--- src/rtl/rosetta_loop_sequencer_if.sv ---
// Controller-facing bundle of the ROSETTA loop sequencer.
// i_* flow into the sequencer (slave), o_* flow back to the controller (master).
interface rosetta_loop_sequencer_if #(
    parameter int ADDR_W = 10,
    parameter int IM_AW  = 8
);
    logic [31:0]       i_inst;
    logic              i_im_ren;
    logic              i_pam_x_ren;
    logic              i_x_addr_wen;
    logic              i_r_addr_wen;
    logic              i_x_addr_rst;
    logic              i_r_addr_rst;
    logic              i_inst_done;
    logic [IM_AW-1:0]  o_pc;
    logic              o_nops_cntr_we;
    logic              o_p_last_bound;
    logic              o_p_done;
    logic              o_beta_last_bound;
    logic              o_beta_done;
    logic              o_alp_plus_beta_last_bound;
    logic              o_alp_plus_beta_done;
    logic              o_nops_done;
    logic              o_all_done;
    logic [ADDR_W-1:0] o_x_addr;
    logic [ADDR_W-1:0] o_r_addr;

    modport slave (
        input  i_inst, i_im_ren, i_pam_x_ren,
        input  i_x_addr_wen, i_r_addr_wen,
        input  i_x_addr_rst, i_r_addr_rst, i_inst_done,
        output o_pc, o_nops_cntr_we,
        output o_p_last_bound, o_p_done,
        output o_beta_last_bound, o_beta_done,
        output o_alp_plus_beta_last_bound, o_alp_plus_beta_done,
        output o_nops_done, o_all_done, o_x_addr, o_r_addr
    );

    modport master (
        output i_inst, i_im_ren, i_pam_x_ren,
        output i_x_addr_wen, i_r_addr_wen,
        output i_x_addr_rst, i_r_addr_rst, i_inst_done,
        input  o_pc, o_nops_cntr_we,
        input  o_p_last_bound, o_p_done,
        input  o_beta_last_bound, o_beta_done,
        input  o_alp_plus_beta_last_bound, o_alp_plus_beta_done,
        input  o_nops_done, o_all_done, o_x_addr, o_r_addr
    );
endinterface

--- src/rtl/rosetta_loop_sequencer.sv ---
// ROSETTA loop sequencer: fetch, P/row/NOP loop counters and PAM pointers.
// Optional NOP counter enabled by defining ROSETTA_SEQ_NOPS_EN.
module rosetta_loop_sequencer #(
    parameter int ADDR_W = 10,
    parameter int IM_AW  = 8
) (
    input logic clk,
    input logic rst,
    rosetta_loop_sequencer_if.slave bus
);
    localparam logic [31:0] HALT = 32'hFFFF_FFFF;

    logic [IM_AW-1:0]  r_pc;
    logic              r_fetch;
    logic              r_boot;
    logic              r_all_done;
    logic [7:0]        r_p_cnt;
    logic [8:0]        r_row;
    logic [ADDR_W-1:0] r_x_addr;
    logic [ADDR_W-1:0] r_r_addr;

    logic [7:0] w_p;
    logic [6:0] w_alpha;
    logic [7:0] w_beta;
    logic [8:0] w_apb;
    logic       w_we;
    logic       w_p_done;
    logic       w_halt;

    assign w_p      = bus.i_inst[9:2];
    assign w_alpha  = bus.i_inst[23:17];
    assign w_beta   = bus.i_inst[31:24];
    assign w_apb    = {2'b00, w_alpha} + {1'b0, w_beta};
    assign w_halt   = (bus.i_inst == HALT);
    assign w_p_done = (r_p_cnt == w_p);
    // r_boot covers the first post-reset cycle so the word at pc 0 is taken
    assign w_we     = r_fetch | (r_boot & ~rst);

    always_ff @(posedge clk or posedge rst) begin
        if (rst) begin
            r_pc    <= '0;
            r_fetch <= 1'b0;
            r_boot  <= 1'b1;
        end else begin
            r_pc    <= r_pc + {{(IM_AW-1){1'b0}}, bus.i_im_ren};
            r_fetch <= bus.i_im_ren;
            r_boot  <= 1'b0;
        end
    end

    always_ff @(posedge clk or posedge rst) begin
        if (rst) begin
            r_p_cnt <= '0;
            r_row   <= '0;
        end else if (w_we) begin
            r_p_cnt <= '0;
            r_row   <= '0;
        end else if (bus.i_pam_x_ren) begin
            if (w_p_done) begin
                r_p_cnt <= '0;
                if (r_row < w_apb)
                    r_row <= r_row + 9'd1;
            end else begin
                r_p_cnt <= r_p_cnt + 8'd1;
            end
        end
    end

    always_ff @(posedge clk or posedge rst) begin
        if (rst)
            r_all_done <= 1'b0;
        else if (w_we && w_halt)
            r_all_done <= 1'b1;
    end

`ifdef ROSETTA_SEQ_NOPS_EN
    logic       r_run;
    logic [5:0] r_nop_cnt;

    always_ff @(posedge clk or posedge rst) begin
        if (rst) begin
            r_run     <= 1'b0;
            r_nop_cnt <= '0;
        end else if (w_we) begin
            r_run     <= 1'b0;
            r_nop_cnt <= bus.i_inst[15:10];
        end else begin
            if (r_run && (r_nop_cnt != 6'd0))
                r_nop_cnt <= r_nop_cnt - 6'd1;
            if (bus.i_inst_done)
                r_run <= 1'b1;
        end
    end

    assign bus.o_nops_done = r_run & (r_nop_cnt == 6'd0);
    wire w_unused = ^{bus.i_inst[1:0], bus.i_inst[16]};
`else
    assign bus.o_nops_done = 1'b1;
    wire w_unused = ^{bus.i_inst[1:0], bus.i_inst[16],
                      bus.i_inst[15:10], bus.i_inst_done};
`endif

    always_ff @(posedge clk or posedge rst) begin
        if (rst) begin
            r_x_addr <= '0;
            r_r_addr <= '0;
        end else begin
            if (bus.i_x_addr_rst)
                r_x_addr <= '0;
            else if (bus.i_x_addr_wen)
                r_x_addr <= r_x_addr + {{(ADDR_W-1){1'b0}}, 1'b1};
            if (bus.i_r_addr_rst)
                r_r_addr <= '0;
            else if (bus.i_r_addr_wen)
                r_r_addr <= r_r_addr + {{(ADDR_W-1){1'b0}}, 1'b1};
        end
    end

    assign bus.o_pc           = r_pc;
    assign bus.o_nops_cntr_we = w_we;
    assign bus.o_all_done     = r_all_done;
    assign bus.o_x_addr       = r_x_addr;
    assign bus.o_r_addr       = r_r_addr;
    assign bus.o_p_done       = w_p_done;
    assign bus.o_p_last_bound =
        (({1'b0, r_p_cnt} + 9'd1) == {1'b0, w_p});
    assign bus.o_beta_done    = (r_row == {1'b0, w_beta});
    assign bus.o_beta_last_bound =
        (({1'b0, r_row} + 10'd1) == {2'b00, w_beta});
    assign bus.o_alp_plus_beta_done = (r_row == w_apb);
    assign bus.o_alp_plus_beta_last_bound =
        (({1'b0, r_row} + 10'd1) == {1'b0, w_apb});
endmodule

--- src/flat_wrapper.sv ---
// flat-port wrapper written by rule: the top's interface ports become plain ports
module rosetta_loop_sequencer_flat 
#(
    parameter int ADDR_W = 10,
    parameter int IM_AW  = 8
)
  (clk, rst, bus_i_inst, bus_i_im_ren, bus_i_pam_x_ren, bus_i_x_addr_wen, bus_i_r_addr_wen, bus_i_x_addr_rst, bus_i_r_addr_rst, bus_i_inst_done, bus_o_pc, bus_o_nops_cntr_we, bus_o_p_last_bound, bus_o_p_done, bus_o_beta_last_bound, bus_o_beta_done, bus_o_alp_plus_beta_last_bound, bus_o_alp_plus_beta_done, bus_o_nops_done, bus_o_all_done, bus_o_x_addr, bus_o_r_addr);
  rosetta_loop_sequencer_if #(.ADDR_W(ADDR_W), .IM_AW(IM_AW)) bus_i ();
  input logic clk;
  input logic rst;
  input wire logic [$bits(bus_i.i_inst)-1:0] bus_i_inst;
  input wire logic [$bits(bus_i.i_im_ren)-1:0] bus_i_im_ren;
  input wire logic [$bits(bus_i.i_pam_x_ren)-1:0] bus_i_pam_x_ren;
  input wire logic [$bits(bus_i.i_x_addr_wen)-1:0] bus_i_x_addr_wen;
  input wire logic [$bits(bus_i.i_r_addr_wen)-1:0] bus_i_r_addr_wen;
  input wire logic [$bits(bus_i.i_x_addr_rst)-1:0] bus_i_x_addr_rst;
  input wire logic [$bits(bus_i.i_r_addr_rst)-1:0] bus_i_r_addr_rst;
  input wire logic [$bits(bus_i.i_inst_done)-1:0] bus_i_inst_done;
  output wire logic [$bits(bus_i.o_pc)-1:0] bus_o_pc;
  output wire logic [$bits(bus_i.o_nops_cntr_we)-1:0] bus_o_nops_cntr_we;
  output wire logic [$bits(bus_i.o_p_last_bound)-1:0] bus_o_p_last_bound;
  output wire logic [$bits(bus_i.o_p_done)-1:0] bus_o_p_done;
  output wire logic [$bits(bus_i.o_beta_last_bound)-1:0] bus_o_beta_last_bound;
  output wire logic [$bits(bus_i.o_beta_done)-1:0] bus_o_beta_done;
  output wire logic [$bits(bus_i.o_alp_plus_beta_last_bound)-1:0] bus_o_alp_plus_beta_last_bound;
  output wire logic [$bits(bus_i.o_alp_plus_beta_done)-1:0] bus_o_alp_plus_beta_done;
  output wire logic [$bits(bus_i.o_nops_done)-1:0] bus_o_nops_done;
  output wire logic [$bits(bus_i.o_all_done)-1:0] bus_o_all_done;
  output wire logic [$bits(bus_i.o_x_addr)-1:0] bus_o_x_addr;
  output wire logic [$bits(bus_i.o_r_addr)-1:0] bus_o_r_addr;
  assign bus_i.i_inst = bus_i_inst;
  assign bus_i.i_im_ren = bus_i_im_ren;
  assign bus_i.i_pam_x_ren = bus_i_pam_x_ren;
  assign bus_i.i_x_addr_wen = bus_i_x_addr_wen;
  assign bus_i.i_r_addr_wen = bus_i_r_addr_wen;
  assign bus_i.i_x_addr_rst = bus_i_x_addr_rst;
  assign bus_i.i_r_addr_rst = bus_i_r_addr_rst;
  assign bus_i.i_inst_done = bus_i_inst_done;
  assign bus_o_pc = bus_i.o_pc;
  assign bus_o_nops_cntr_we = bus_i.o_nops_cntr_we;
  assign bus_o_p_last_bound = bus_i.o_p_last_bound;
  assign bus_o_p_done = bus_i.o_p_done;
  assign bus_o_beta_last_bound = bus_i.o_beta_last_bound;
  assign bus_o_beta_done = bus_i.o_beta_done;
  assign bus_o_alp_plus_beta_last_bound = bus_i.o_alp_plus_beta_last_bound;
  assign bus_o_alp_plus_beta_done = bus_i.o_alp_plus_beta_done;
  assign bus_o_nops_done = bus_i.o_nops_done;
  assign bus_o_all_done = bus_i.o_all_done;
  assign bus_o_x_addr = bus_i.o_x_addr;
  assign bus_o_r_addr = bus_i.o_r_addr;
  rosetta_loop_sequencer #(.ADDR_W(ADDR_W), .IM_AW(IM_AW)) u_core (.clk(clk), .rst(rst), .bus(bus_i));
endmodule
--- config.mk ---
export PLATFORM = sky130hd
export DESIGN_NAME = rosetta_loop_sequencer_flat
export DESIGN_NICKNAME = d
export VERILOG_FILES = /design/src/rtl/rosetta_loop_sequencer_if.sv /design/src/rtl/rosetta_loop_sequencer.sv /design/src/flat_wrapper.sv
export SDC_FILE = /design/constraint.sdc
export NUM_CORES = 1
export LEC_CHECK = 0
export CAP_MARGIN = 20
export CORE_MARGIN = 2
export CORE_UTILIZATION = 46
export DETAILED_ROUTE_END_ITERATION = 7
export GPL_TIMING_DRIVEN = 1
export PLACE_DENSITY = 0.76
export SLEW_MARGIN = 15
export SYNTH_ARGS = -nofsm -noshare
export SYNTH_HDL_FRONTEND = slang
export SYNTH_SLANG_ARGS = --single-unit
--- constraint.sdc ---
create_clock -name clk -period 3 [get_ports clk]
set_input_delay 0.6 -clock clk [delete_from_list [all_inputs] [get_ports clk]]
set_output_delay 0.6 -clock clk [all_outputs]
set_load 0.02 [all_outputs]
m1.png
Scale: 4 px per µm. Supply wires on this layer in grey.
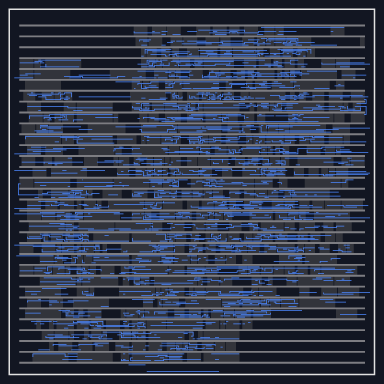
longest straight run = 28.1 µm
share of all routed wire = 45%
wire length on this layer = 4400 µm
nets with wire on the layer = 532
via count: 3309
GRT met1 Usage: 31.9%
final WL: 9.72 mm

m2.png
Scale: 4 px per µm.
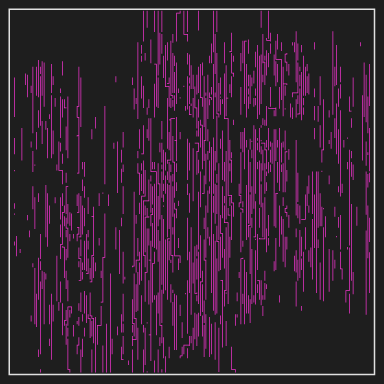
wire length on this layer = 4630 µm
longest straight run = 36.4 µm
main direction = vertical
nets with wire on the layer = 502
met2 global-route usage: 37.9%

m3.png
Scale: 6 px per µm.
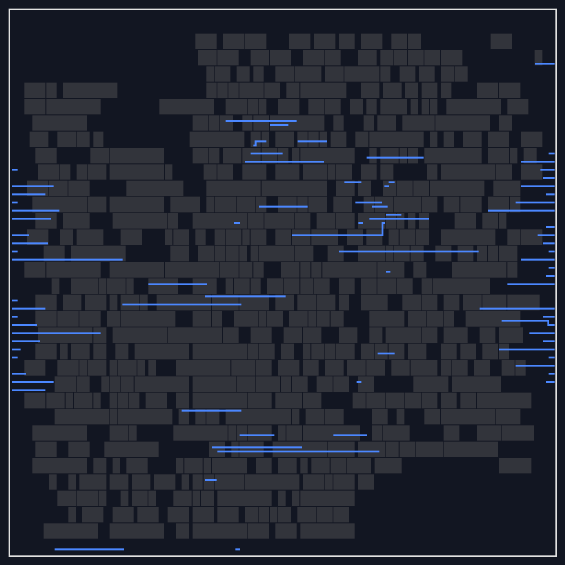
longest straight run = 26.7 µm
nets with wire on the layer = 69
wire length on this layer = 442 µm

==> out/metrics.csv <==
metric;value;unit
worst hold path type;flop to flop;
number of enable flip-flop cells;0;
total clock buffers created by CTS;5;
Slew @ Worst Pin;589;ps
FP Rows;31;
Cell Area, Synth;0.00347;mm²
layout cells sized above 1;27.1;%
Final Hold Vio Count;0;
vias per cell;5.41;
initial antenna violation count;0;
Design Power;1.90;mW
fill count;556;
count leader, synth;dfrtp_1;
hpwl dp;7.15;mm
failing checks;negative setup slack;
Commonest flop;dfrtp_1;
Gate Count Post-Synth;380;
final worst setup slack;-231;ps
Max clock buf depth;2;
unique cell type count in the Yosys netlist;49;
Setup violations, final;11;
CP arrival;2630;ps
status;complete, but fails checks;
I/O Pins;78;
Pwr Density;369;mW/mm²
Gate Area;0.00239;mm²
clock net sink count;48;
CTS tree;done;
Worst-path clk slew;90;ps
chip area;0.00826;mm²
Post-route DRC;0;
m4.png
Scale: 4 px per µm. Supply wires on this layer in grey.
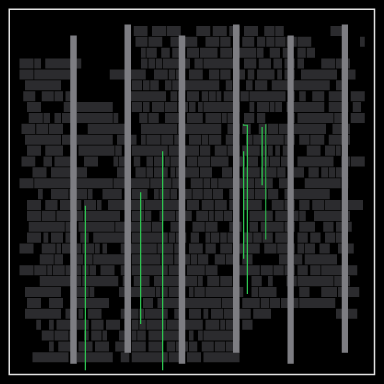
longest straight run = 54.4 µm
main direction = vertical
nets with wire on the layer = 7
share of all routed wire = 2.5%
wire length on this layer = 240 µm

congestion_map.png
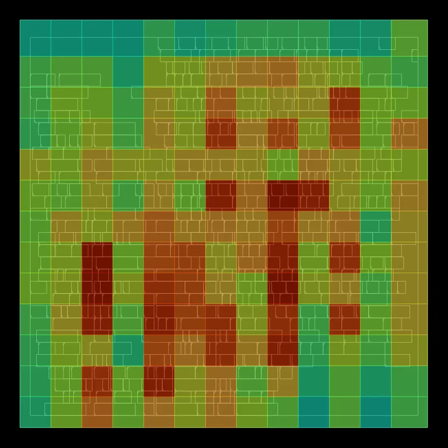
Total Routing Usage GR: 23.4%
GRT met3 Usage: 3.09%
Final Util: 70.7%
gr busiest metal: met2

==> metal layers <==
metal  GRT usage, %  up-vias  share of wire [%]
li1               -     1603                  -
met1           31.9     1589                 45
met2           37.9      102                 48
met3           3.09       15                4.5
met4           8.84        0                2.5
met5              0        -                  0
==> worst paths after layout <==
check	from	to	slack, ps	depth (start not counted)
worst min-delay path	u_core.bus.o_all_done	u_core.bus.o_all_done	490	1
min in group asynchronous	rst	u_core.bus.o_pc[2]	780	3
worst max-delay path	bus_i_inst[25]	bus_o_alp_plus_beta_last_bound	-230	11
worst max register to register	u_core.r_row[6]	u_core.r_row[8]	610	10
max in group asynchronous	rst	u_core.r_p_cnt[0]	1800	3
worst min register to register	u_core.bus.o_all_done	u_core.bus.o_all_done	490	1
==> critical path, stage by stage <==
cell and delay, ps:
buf_8 100, buf_6 110, fa_2 400, a211oi_2 220, o21ai_2 100, xnor2_2 190
buf_4 140, xnor2_2 90, nand4_1 140, nor4_2 310, buf_2 220
==> sequential cells by signal, indices dropped and copies added, names as in the netlist <==
| register | flops |
|---|---|
| u_core.bus.o_all_done | 1 |
| u_core.bus.o_pc | 8 |
| u_core.bus.o_r_addr | 10 |
| u_core.bus.o_x_addr | 10 |
| u_core.r_boot | 1 |
| u_core.r_fetch | 1 |
| u_core.r_p_cnt | 8 |
| u_core.r_row | 9 |
==> kinds of logic (layout without fill, tap and decap cells) <==
logic type               count (synthesis)  count (layout)  synth area share (%)
XOR/XNOR                                66              66                  16.9
AND/OR/NAND/NOR                        137             137                  20.9
adder cells (fa/ha/maj)                 23              23                  8.50
AND-OR/OR-AND                           74              74                  13.8
flip-flops                              48              48                  34.6
buffers and inverters                   26             159                  4.00
multiplexers                             4               4                  1.19
other                                    2               2                 0.216
==> where the power goes <==
group / total (mW) / switching [mW] / internal, mW
sequential: 0.756 / 0.0561 / 0.700
clock: 0.551 / 0.218 / 0.333
combinational: 0.597 / 0.285 / 0.312
total: 1.90 / 0.559 / 1.35
==> cell type report <==
type                            count  area share, %
Timing Repair Buffer              143           24.7
Sequential cell                    48           23.3
Multi-Input combinational cell    306           46.4
Clock inverter                      2           1.16
Inverter                            8          0.582
Tap cell                           99           2.40
Clock buffer                        6           1.41
==> metrics by stage <==
step / area (µm²) / instances / hold WS, ps / util, % / TNS (ps)
after floorplan: 3600 / 380 / 489 / - / -732
after global placement: 4790 / 593 / 466 / 65.7 / -10090
after detailed placement: 4790 / 593 / 486 / 65.7 / -11000
after CTS: 5010 / 610 / 501 / 68.7 / -2140
after global routing: 5160 / 612 / 509 / 70.7 / -2750
final: 5160 / 612 / 486 / 70.7 / -1750
==> repair_timing <==
item,4_1_cts,5_1_grt
cloned,1,0
endpoints found under the setup margin,14,14
hold endpoints to repair,0,0
pin swaps,20,20
setup buffers,8,2
resized,76,31
==> cell usage in the layout, fill, tap and decap left out, types with 15 or more instances in the layout <==
cell type,count
a21oi_1,15
buf_4,63
clkdlybuf4s50_1,56
dfrtp_1,46
nand2_1,19
nand4_1,18
nor2_1,35
xnor2_1,25
xor2_1,35
Power figures rest on the tool's default switching activity, not on a simulated workload.
